## config.mk

```make
export PLATFORM = sky130hd
export DESIGN_NAME = regfile_ctl_flat
export DESIGN_NICKNAME = d
export VERILOG_FILES = /design/src/rtl/regfile_ctl_if.sv /design/src/rtl/regfile_ctl.sv /design/src/flat_wrapper.sv
export SDC_FILE = /design/constraint.sdc
export NUM_CORES = 1
export LEC_CHECK = 0
export ABC_AREA = 1
export ABC_CLOCK_PERIOD_IN_PS = 5400
export CAP_MARGIN = 20
export CORE_MARGIN = 4
export CORE_UTILIZATION = 59
export CTS_BUF_LIST = sky130_fd_sc_hd__clkbuf_16
export DETAILED_ROUTE_END_ITERATION = 16
export PLACE_DENSITY = 0.95
export SYNTH_ARGS = -nofsm -noshare
export SYNTH_HDL_FRONTEND = slang
export SYNTH_SLANG_ARGS = --single-unit
```

## constraint.sdc

```tcl
create_clock -name clk_i -period 5.4 [get_ports clk_i]
set_input_delay 0.81 -clock clk_i [delete_from_list [all_inputs] [get_ports clk_i]]
set_output_delay 0.81 -clock clk_i [all_outputs]
set_load 0.01 [all_outputs]
```

## src/rtl/regfile_ctl_if.sv

```systemverilog
// Byte-stream side of the regfile command sequencer: framed bytes in, shift-out byte and busy back.
interface regfile_ctl_if;
  logic       frame_en_i;
  logic       byte_vld_i;
  logic [7:0] byte_data_i;
  logic [7:0] tx_data_o;
  logic       busy_o;

  // Byte receiver / host side
  modport master (
    output frame_en_i,
    output byte_vld_i,
    output byte_data_i,
    input  tx_data_o,
    input  busy_o
  );

  // Command sequencer side
  modport slave (
    input  frame_en_i,
    input  byte_vld_i,
    input  byte_data_i,
    output tx_data_o,
    output busy_o
  );
endinterface

```

## src/rtl/regfile_ctl.sv

```systemverilog
// regfile_ctl: decodes framed command bytes into 64-bit config write bursts and
// auto-incrementing read bursts toward the regfile. reg_rd_en_o is held for the
// whole read burst so the regfile shadow bytes stay frozen and coherent.
// Optional error counter (err_cnt_o) is built only when REGFILE_CTL_ERR_CNT_EN is defined.
module regfile_ctl #(
  parameter logic [7:0] CMD_WR = 8'h2A,
  parameter logic [7:0] CMD_RD = 8'h3A
`ifdef REGFILE_CTL_ERR_CNT_EN
  ,
  parameter int unsigned ERR_W = 8
`endif
) (
  input  logic                clk_i,
  input  logic                rst_n_i,
  regfile_ctl_if.slave        bus,
  output logic                reg_rd_en_o,
  output logic [3:0]          reg_rd_addr_o,
  input  logic [7:0]          reg_rd_data_i,
  output logic                reg_wr_en_o,
  output logic [63:0]         reg_wr_data_o
`ifdef REGFILE_CTL_ERR_CNT_EN
  ,
  output logic [ERR_W-1:0]    err_cnt_o
`endif
);

  localparam int unsigned BYTE_W = 8;
  localparam int unsigned DATA_W = 64;
  localparam int unsigned ADDR_W = 4;
  localparam int unsigned CNT_W  = 3;

  typedef enum logic [2:0] {
    S_IDLE,
    S_CMD,
    S_WR_DATA,
    S_RD_ADDR,
    S_RD_DATA,
    S_DISCARD
  } state_e;

  state_e              state_q, state_d;
  logic [CNT_W-1:0]    cnt_q, cnt_d;
  logic [DATA_W-1:0]   wr_buf_q, wr_buf_d;
  logic                rd_en_q, rd_en_d;
  logic [ADDR_W-1:0]   rd_addr_q, rd_addr_d;
  logic                wr_en_q, wr_en_d;
  logic [DATA_W-1:0]   wr_data_q, wr_data_d;
  logic                byte_stb;

`ifdef REGFILE_CTL_ERR_CNT_EN
  logic                err_inc;
  logic [ERR_W-1:0]    err_q, err_d;
`endif

  assign byte_stb = bus.frame_en_i & bus.byte_vld_i;

  // Next-state and output decode; a dropped frame always wins and returns to IDLE
  always_comb begin
    state_d   = state_q;
    cnt_d     = cnt_q;
    wr_buf_d  = wr_buf_q;
    rd_en_d   = rd_en_q;
    rd_addr_d = rd_addr_q;
    wr_en_d   = 1'b0;
    wr_data_d = wr_data_q;
`ifdef REGFILE_CTL_ERR_CNT_EN
    err_inc   = 1'b0;
`endif

    if (!bus.frame_en_i) begin
      state_d = S_IDLE;
      rd_en_d = 1'b0;
      // A write frame that ends before the 8th data byte is an aborted write
      if (state_q == S_WR_DATA) begin
`ifdef REGFILE_CTL_ERR_CNT_EN
        err_inc = 1'b1;
`endif
      end
    end else begin
      unique case (state_q)
        S_IDLE: state_d = S_CMD;
        S_CMD: begin
          if (byte_stb) begin
            if (bus.byte_data_i == CMD_WR) begin
              state_d  = S_WR_DATA;
              cnt_d    = '0;
              wr_buf_d = '0;
            end else if (bus.byte_data_i == CMD_RD) begin
              state_d = S_RD_ADDR;
            end else begin
              state_d = S_DISCARD;
`ifdef REGFILE_CTL_ERR_CNT_EN
              err_inc = 1'b1;
`endif
            end
          end
        end
        S_WR_DATA: begin
          if (byte_stb) begin
            wr_buf_d[{cnt_q, 3'b000} +: BYTE_W] = bus.byte_data_i;
            cnt_d = cnt_q + CNT_W'(1);
            // Last byte of the word: commit the whole assembled word in one pulse
            if (cnt_q == CNT_W'(7)) begin
              wr_en_d   = 1'b1;
              wr_data_d = wr_buf_d;
              state_d   = S_DISCARD;
            end
          end
        end
        S_RD_ADDR: begin
          if (byte_stb) begin
            rd_addr_d = bus.byte_data_i[ADDR_W-1:0];
            rd_en_d   = 1'b1;
            state_d   = S_RD_DATA;
          end
        end
        S_RD_DATA: begin
          if (byte_stb) begin
            rd_addr_d = rd_addr_q + ADDR_W'(1);
          end
        end
        S_DISCARD: state_d = S_DISCARD;
        default:   state_d = S_IDLE;
      endcase
    end

`ifdef REGFILE_CTL_ERR_CNT_EN
    // Saturating error count, cleared only by reset
    err_d = err_q;
    if (err_inc && (err_q != {ERR_W{1'b1}})) begin
      err_d = err_q + ERR_W'(1);
    end
`endif
  end

  // State and registered outputs
  always_ff @(posedge clk_i or negedge rst_n_i) begin
    if (!rst_n_i) begin
      state_q   <= S_IDLE;
      cnt_q     <= '0;
      wr_buf_q  <= '0;
      rd_en_q   <= 1'b0;
      rd_addr_q <= '0;
      wr_en_q   <= 1'b0;
      wr_data_q <= '0;
`ifdef REGFILE_CTL_ERR_CNT_EN
      err_q     <= '0;
`endif
    end else begin
      state_q   <= state_d;
      cnt_q     <= cnt_d;
      wr_buf_q  <= wr_buf_d;
      rd_en_q   <= rd_en_d;
      rd_addr_q <= rd_addr_d;
      wr_en_q   <= wr_en_d;
      wr_data_q <= wr_data_d;
`ifdef REGFILE_CTL_ERR_CNT_EN
      err_q     <= err_d;
`endif
    end
  end

  // Read data passes straight through during a read burst so it shifts out with no added latency
  assign bus.tx_data_o = (state_q == S_RD_DATA) ? reg_rd_data_i : 8'hFF;
  assign bus.busy_o    = (state_q != S_IDLE);

  assign reg_rd_en_o   = rd_en_q;
  assign reg_rd_addr_o = rd_addr_q;
  assign reg_wr_en_o   = wr_en_q;
  assign reg_wr_data_o = wr_data_q;
`ifdef REGFILE_CTL_ERR_CNT_EN
  assign err_cnt_o     = err_q;
`endif

endmodule
```

## src/flat_wrapper.sv

```systemverilog
// flat-port wrapper written by rule: the top's interface ports become plain ports
module regfile_ctl_flat 
#(
  parameter logic [7:0] CMD_WR = 8'h2A,
  parameter logic [7:0] CMD_RD = 8'h3A

)
  (clk_i, rst_n_i, reg_rd_en_o, reg_rd_addr_o, reg_rd_data_i, reg_wr_en_o, reg_wr_data_o, bus_frame_en_i, bus_byte_vld_i, bus_byte_data_i, bus_tx_data_o, bus_busy_o);
  regfile_ctl_if bus_i ();
  input  logic clk_i;
  input  logic rst_n_i;
  output logic reg_rd_en_o;
  output logic [3:0] reg_rd_addr_o;
  input  logic [7:0] reg_rd_data_i;
  output logic reg_wr_en_o;
  output logic [63:0] reg_wr_data_o;
  input wire logic [$bits(bus_i.frame_en_i)-1:0] bus_frame_en_i;
  input wire logic [$bits(bus_i.byte_vld_i)-1:0] bus_byte_vld_i;
  input wire logic [$bits(bus_i.byte_data_i)-1:0] bus_byte_data_i;
  output wire logic [$bits(bus_i.tx_data_o)-1:0] bus_tx_data_o;
  output wire logic [$bits(bus_i.busy_o)-1:0] bus_busy_o;
  assign bus_i.frame_en_i = bus_frame_en_i;
  assign bus_i.byte_vld_i = bus_byte_vld_i;
  assign bus_i.byte_data_i = bus_byte_data_i;
  assign bus_tx_data_o = bus_i.tx_data_o;
  assign bus_busy_o = bus_i.busy_o;
  regfile_ctl #(.CMD_WR(CMD_WR), .CMD_RD(CMD_RD)) u_core (.clk_i(clk_i), .rst_n_i(rst_n_i), .bus(bus_i), .reg_rd_en_o(reg_rd_en_o), .reg_rd_addr_o(reg_rd_addr_o), .reg_rd_data_i(reg_rd_data_i), .reg_wr_en_o(reg_wr_en_o), .reg_wr_data_o(reg_wr_data_o));
endmodule
```

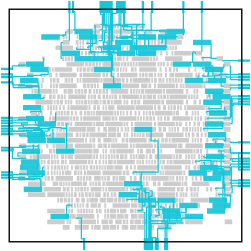
*Port wiring, run 1*
Drawn at 2 px/micron.
Key: reg_wr_data_o = cyan [direction output, edge 20 right, 18 top, 16 left, 10 bottom, end cells 64, buffers 64, wire 2010 microns]
Ports: 99
Port Buffers: 98

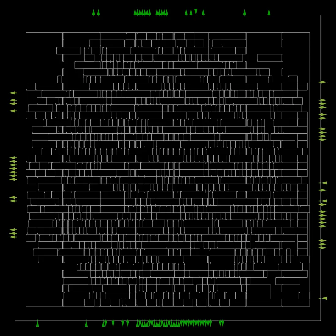
*Placed standard cells, run 1*
final core occ: 75.5%
# Taps: 140
FP Rows: 38
flop share of the area: 41.9%

==> reports/metrics.yaml, run 1 <==
status: "finished, final reports clean"
worst_slew_pin_slew_ns: 1.06
rsz0062_at_grt: "no"
clkCellAreaFrac_pct: 6.73
overflow: 0
hold_violations: 0
grt-busiest-layer: "met2"
hp-class: "in2async"
peakVddDrop_mv: 0.175
clk_latency_ns: 0.42
routed-wl-met2_microns: 9290
flops: 140
met1_usage_pct: 38.0
cts_root_buffer: "clkbuf_16"
die_width_microns: 115
ys_warn_count: 0
nets: 1010
logic_gates: 658
placed_cell_area_sq_mm: 0.00775
layout.area.top_class: "registers"
crit_buf_inv: 2
viasPerCell: 5.79
cp.arrival_ns: 3.59
dp_cells: 1101
finalClockPeriodUsage_pct: 61.0
grtUsageMet3_pct: 5.69
ys_sh_mux_pct: 0
syn_avg_cell_area_sq_um: 7.56
power_leakage_nw: 4.36
final.setup.worst_slack_ns: 2.11
ys_cells: 901
ff_type: "dfrtp_1"
synthAdderAreaFrac_pct: 1.47
power_density_mw_per_mm2: 307
cp-endpoint: "u_core.wr_buf_q[33]$_DFFE_PN0P_"
path_depth: 9
ys_sh_xor_pct: 0.129
power_mw: 2.56
edf_count: 0
reg2reg_to: "u_core.wr_buf_q[33]$_DFFE_PN0P_"
post_cts_buffers: 0
cpLargestDelayFamily: "flip-flops"
finalMaxSlewViolations: 0
dr_wl_met3_microns: 1660
nClkBuffers: 17
instances_no_fill: 1135
core-area_sq_mm: 0.0111
tns_ns: 0
flop_area_sq_mm: 0.00350
lay_top_count: "nand2_1"
ant_nets: 0
ys_sh_simple_pct: 37.0
clock-sinks: 140
r2r-start: "u_core.cnt_q[0]$_DFFE_PN0P_"
fin_area_sq_mm: 0.00836
synthArstFlopShare_pct: 100
cts_tree: "built"
drt_pass1_iterations: 7
syn_nets: 929
hold_buffers: 0
gr-usage-met2_pct: 47.6
netlist_area_sq_mm: 0.00681
fin_crit_ns: 3.29
crit_path_start: "u_core.cnt_q[0]$_DFFE_PN0P_"
antenna_found_initial: 0
cts_max_level: 4
yosysChipArea_sq_mm: 0.00681
p_int_mw: 1.85
drtIter0Drc: 900
clkTransAtPathRegs_ns: 0.06
grt_pass1_wl_microns: 31100
mi_logic_area_sq_mm: 0.00283
p_sw_share_pct: 27.7
aoi_share_pct: 2.87
combAreaFraction_pct: 33.9
ys_top_logic_family: "simple AND/OR/NAND/NOR gates"
seqPwrFrac_pct: 43.6
dieArea_sq_mm: 0.0133
setup-violations-final: 0
hpwl_microns: 11500
netlist_instances: 901
routabilityCongestion: 0.884
max_stage_delay_ns: 0.86
critPathKind: "reg2reg"
relSlewSlack_pct: 29.4
ys_seq_share_pct: 51.4
power.switching_uw: 710
inverters: 62
warnings: 32
comb_power_share_pct: 12.4
cts_resized: 0
met1_length_microns: 7500
drive_above_1_share_pct: 6.23
cpMostUsedCell: "nand2_1"
cp_slowest_cell: "dfrtp_1"
fill_cells: 696
grt_pass1_vias: 6395
top_cells_by_area: "dfrtp_1 51%, nand2_1 25%, nand3_1 9.0%, inv_1 3.0%, o21ai_0 2.8%"
max_freq_mhz: 304
yosysTopAreaCell: "dfrtp_1"
ys_seq_elements: 140
power.share.clock_pct: 44.0
drv_cap: 0
drc: 0
grt_max_degree: 101
top_layer: "met4"
diodes: 0
buffers: 103
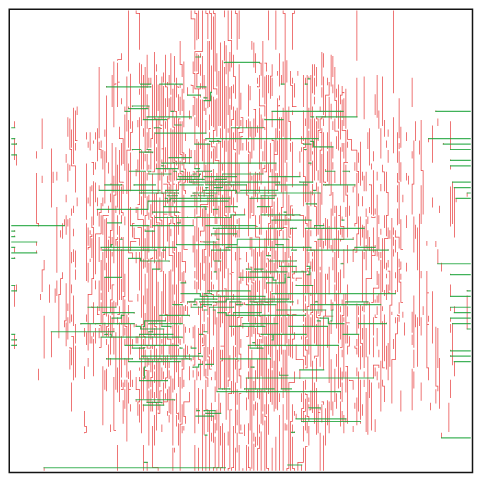
*Metal layers overlaid, run 1*
Drawn at 4 px/micron. Only two layers are drawn.
Key: met3 = green [wire length 1660 microns]; met2 = red [wire length 9290 microns]
total number of vias: 6577
GRT Util Overall: 29.6%
Routed WL per cell: 17.1 microns

-- run 1: power by group through the flow --
| stage | clock (mW) | combinational (mW) | sequential, mW |
|---|---|---|---|
| 6_report | 1.13 | 0.318 | 1.12 |
| 3_3_place_gp | 0 | 0.301 | 1.13 |
| 3_5_place_dp | 0 | 0.310 | 1.13 |
| 4_1_cts | 1.12 | 0.312 | 1.12 |
| 2_1_floorplan | 0 | 0.155 | 1.14 |
| 5_1_grt | 1.17 | 0.349 | 1.12 |
-- run 1: synthesized netlist by cell type (2+ instances only) --
cell type    n
nor2_2       3
nand2_2      3
clkinv_1     2
nand4_1      2
nand2_1    453
inv_1       54
o21ai_0     38
nand3_1    122
clkbuf_1     9
ha_1         8
buf_4       12
buf_6        4
nor2_1      13
nand3_2      2
inv_2        6
or2_2        8
buf_2       16
dfrtp_1    140
==> run 2: changes to the inputs <==
- ABC_CLOCK_PERIOD_IN_PS: 5400 -> 2800
- CORE_UTILIZATION: 59 -> 49
- PLACE_DENSITY: 0.95 -> 0.87
- clock period: 5.4 -> 2.8 ns (I/O delays scaled with it)
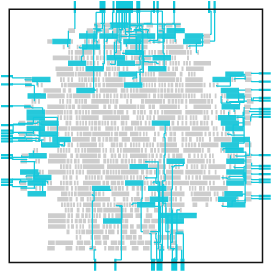
*Port wiring, run 2*
Drawn at 2 px/micron.
Key: reg_wr_data_o = cyan [direction output, edge 21 top, 17 right, 14 left, 12 bottom, end cells 64, buffers 64, wire 2110 microns]

==> reports/metrics.yaml, run 2 <==
cts_root_buffer: "clkbuf_16"
ys_seq_elements: 140
finalMaxSlewViolations: 0
power_density_mw_per_mm2: 599
cp_slowest_cell: "dfrtp_1"
power.share.clock_pct: 45.5
finalClockPeriodUsage_pct: 92.4
io_buffers: 98
crit_path_start: "u_core.state_q[1]$_DFFE_PN0P_"
rsz0062_at_grt: "no"
clkCellAreaFrac_pct: 7.04
power_mw: 5.13
final_cell_mix: "452 x nand2_1, 140 x dfrtp_1, 122 x nand3_1, 97 x clkdlybuf4s50_1, 55 x inv_1"
flop_area_sq_mm: 0.00350
synthAdderAreaFrac_pct: 1.47
comb_power_share_pct: 12.4
grtUsageMet3_pct: 3.68
routabilityCongestion: 0.878
maxPowerGroup: "clock"
p_sw_share_pct: 25.3
ys_sh_mux_pct: 0
grt.total_usage_pct: 23.2
pg_seq_mw: 2.16
grt_max_degree: 68
ant_nets: 0
warnings: 30
setup-violations-final: 0
routed-wl-met2_microns: 8850
seqPwrFrac_pct: 42.0
cts_max_level: 4
hpwl_microns: 11700
cp.arrival_ns: 2.17
nets: 1023
crit_buf_inv: 1
antenna_found_initial: 0
r2r-start: "u_core.cnt_q[0]$_DFFE_PN0P_"
dp_cells: 1150
hold_violations: 0
cpLargestDelayFamily: "simple AND/OR/NAND/NOR gates"
ys_sh_xor_pct: 0.129
relSlewSlack_pct: 53.4
logic_gates: 658
syn_avg_cell_area_sq_um: 7.56
fin_area_sq_mm: 0.00857
yosysTopAreaCell: "dfrtp_1"
ys_sh_simple_pct: 37.0
ys_top_logic_family: "simple AND/OR/NAND/NOR gates"
ys_cells: 901
grt_pass1_wl_microns: 30200
fill_cells: 1105
power_leakage_nw: 4.46
flops: 140
cts_tree: "built"
clkTransAtPathRegs_ns: 0.06
drc: 0
seq_share_pct: 40.9
most_common_cell: "nand2_1"
clk_latency_ns: 0.42
die_width_microns: 126
status: "finished, final reports clean"
aoi_share_pct: 2.87
p_int_mw: 3.83
mi_logic_area_sq_mm: 0.00284
ff_type: "dfrtp_1"
dieArea_sq_mm: 0.0159
wl_microns: 18300
tns_ns: 0
placed_cell_area_sq_mm: 0.00793
instances_no_fill: 1183
top_cells_by_area: "dfrtp_1 51%, nand2_1 25%, nand3_1 9.0%, inv_1 3.0%, o21ai_0 2.8%"
cts_resized: 0
power.switching_mw: 1.30
grt-busiest-layer: "met2"
top_layer: "met4"
diodes: 0
viasPerCell: 5.42
post_cts_buffers: 0
drv_cap: 0
post_drt_wl_per_cell_microns: 15.5
ys_seq_share_pct: 51.4
combAreaFraction_pct: 33.1
powerComb_uw: 638
pg_clk_mw: 2.34
drive_above_1_share_pct: 7.05
lay_top_count: "nand2_1"
hold_buffers: 1
syn_nets: 929
met1_length_microns: 7690
fin_crit_ns: 2.59
yosysChipArea_sq_mm: 0.00681
netlist_area_sq_mm: 0.00681
worstPathMaxFanout: 17
edf_count: 0
dr_wl_met3_microns: 1170
inverters: 62
clock-sinks: 140
vias: 6415
worst_slew_pin_slew_ns: 0.699
io_pins: 99
utilization_pct: 63.7
ys_warn_count: 0
drtIter0Drc: 626
rows: 42
drt_pass1_iterations: 7
gr-usage-met2_pct: 37.7
synthArstFlopShare_pct: 100
peakVddDrop_mv: 0.424
grt_pass1_vias: 6211
core-area_sq_mm: 0.0135
overflow: 0
layout.area.top_class: "registers"
top_cells_by_count: "453 x nand2_1, 140 x dfrtp_1, 122 x nand3_1, 54 x inv_1, 38 x o21ai_0"
max_stage_delay_ns: 0.50
critPathKind: "reg2out"
tapCellCount: 176
nClkBuffers: 17
netlist_instances: 901
hp-class: "reg2reg"
met1_usage_pct: 31.1
max_freq_mhz: 387
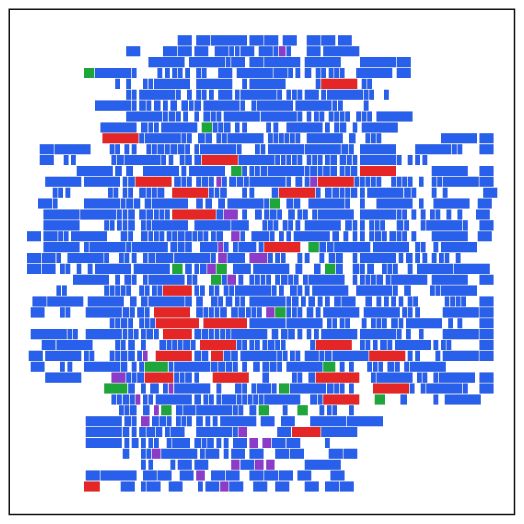
*Cells by drive strength, run 2*
Drawn at 4 px/micron.
Key: drive 6 and up = red [cells 27, share 2.7%]; drive 2 = purple [cells 26, share 2.6%]; drive 1 or less = blue [cells 936, share 93%]; drive 3 to 4 = green [cells 18, share 1.8%]
setup ws final: 0.214 ns
Buffers excl. clock: 116

[run 2: cell counts after synthesis]
No cell type changed its count.
[run 2: worst register-to-register path, delay by kind of cell (launching register included)]
kind	cells	cell delay (ns)
fa+ha+maj	2	0.69
simple gates	4	0.61
compound gates	1	0.45
flops	1	0.44
buf+inv	2	0.16
[run 2: path summary, 6_finish.rpt]
path,endpoint,depth (start not counted)
max,bus_tx_data_o[3],4
min,u_core.wr_buf_q[53]$_DFFE_PN0P_,2
max reg2reg,u_core.reg_wr_data_o[31]$_DFFE_PN0P_,9
min reg2reg,u_core.wr_buf_q[53]$_DFFE_PN0P_,2
max in group asynchronous,u_core.wr_buf_q[51]$_DFFE_PN0P_,3
min in group asynchronous,u_core.reg_rd_en_o$_DFFE_PN0P_,2
==> run 3: changes to the inputs <==
- SLEW_MARGIN: unset -> 5
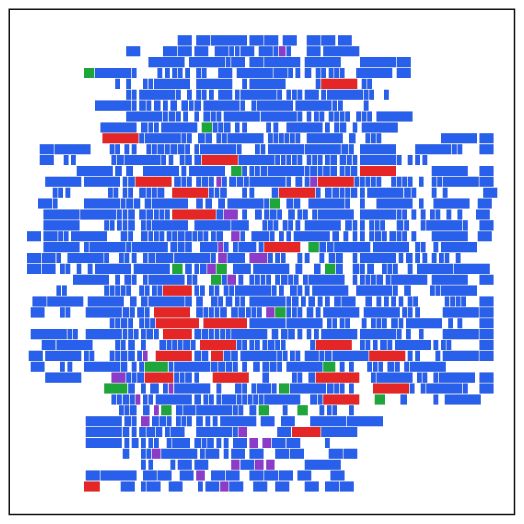
*Cells by drive strength, run 3*
Drawn at 4 px/micron.
Key: drive 3 to 4 = green [cells 18, share 1.8%]; drive 6 and up = red [cells 27, share 2.7%]; drive 2 = purple [cells 26, share 2.6%]; drive 1 or less = blue [cells 936, share 93%]
Finished Cell Area: 0.00857 sq mm
area growth from synthesis to layout: 25.7%

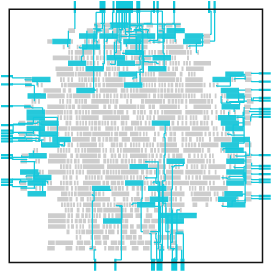
*Port wiring, run 3*
Drawn at 2 px/micron.

==> reports/metrics.yaml, run 3 <==
cp.arrival_ns: 2.17
relSlewSlack_pct: 53.4
most_common_cell: "nand2_1"
peakVddDrop_mv: 0.424
ys_seq_share_pct: 51.4
power_density_mw_per_mm2: 599
seqPwrFrac_pct: 42.0
grt_pass1_wl_microns: 30200
power_mw: 5.13
drv_cap: 0
final.setup.worst_slack_ns: 0.214
clkCellAreaFrac_pct: 7.04
crit_path_start: "u_core.state_q[1]$_DFFE_PN0P_"
drc: 0
rr_worst_depth: 9
clk_latency_ns: 0.42
grtUsageMet3_pct: 3.68
io_buffers: 98
hp-class: "reg2reg"
status: "finished, final reports clean"
fin_crit_ns: 2.59
met1_length_microns: 7690
seq_share_pct: 40.9
pg_seq_mw: 2.16
tapCellCount: 176
rows: 42
power.share.clock_pct: 45.5
yosysTopAreaCell: "dfrtp_1"
ys_cells: 901
ant_nets: 0
syn_avg_cell_area_sq_um: 7.56
dr_wl_met3_microns: 1170
cts_root_buffer: "clkbuf_16"
post_cts_buffers: 0
critPathKind: "reg2out"
drt_pass1_iterations: 7
nClkBuffers: 17
edf_count: 0
drive_above_1_share_pct: 7.05
holdPathStages: 2
logic_gates: 658
flop_area_sq_mm: 0.00350
vias: 6415
placed_cell_area_sq_mm: 0.00793
reg2reg_to: "u_core.reg_wr_data_o[31]$_DFFE_PN0P_"
top_cells_by_count: "453 x nand2_1, 140 x dfrtp_1, 122 x nand3_1, 54 x inv_1, 38 x o21ai_0"
wl_microns: 18300
combAreaFraction_pct: 33.1
hold_end: "u_core.wr_buf_q[53]$_DFFE_PN0P_"
p_int_mw: 3.83
diodes: 0
cts_tree: "built"
crit_buf_inv: 1
setup-violations-final: 0
tns_ns: 0
fill_cells: 1105
warnings: 30
yosysChipArea_sq_mm: 0.00681
grt_pass1_vias: 6211
cp-endpoint: "bus_tx_data_o[3]"
clkTransAtPathRegs_ns: 0.06
utilization_pct: 63.7
comb_power_share_pct: 12.4
overflow: 0
cp_slowest_cell: "dfrtp_1"
ys_warn_count: 0
top_layer: "met4"
antenna_found_initial: 0
viasPerCell: 5.42
io_pins: 99
routed-wl-met2_microns: 8850
pg_clk_mw: 2.34
netlist_area_sq_mm: 0.00681
syn_nets: 929
layout.area.top_class: "registers"
power.switching_mw: 1.30
nets: 1023
worst_slew_pin_slew_ns: 0.699
worstPathMaxFanout: 17
cpLargestDelayFamily: "simple AND/OR/NAND/NOR gates"
max_freq_mhz: 387
final_cell_mix: "452 x nand2_1, 140 x dfrtp_1, 122 x nand3_1, 97 x clkdlybuf4s50_1, 55 x inv_1"
power_leakage_nw: 4.46
core-area_sq_mm: 0.0135
drtIter0Drc: 626
==> run 3: cell counts in the layout (fill, tap and decap cells not counted) <==
No cell type changed its count.
==> run 3: cells by family (layout without fill, tap and decap cells) <==
| kind of cell | count (synthesis) | count (layout) | share of synthesized area, % |
|---|---|---|---|
| xor gates and xnor gates | 1 | 1 | 0.129 |
| and+or+nand+nor | 610 | 610 | 37.0 |
| AOI/OAI and AO/OA | 39 | 39 | 2.86 |
| adders and majority gates | 8 | 8 | 1.47 |
| buffers and inverters | 103 | 209 | 7.07 |
| DFF | 140 | 140 | 51.4 |
==> run 3: repair_timing <==
action                                 CTS  global route
hold buffers                             1             0
endpoints found under the hold margin   49             0
setup endpoints to repair                0             8
resized                                  0             1
Power figures rest on the tool's default switching activity, not on a simulated workload.
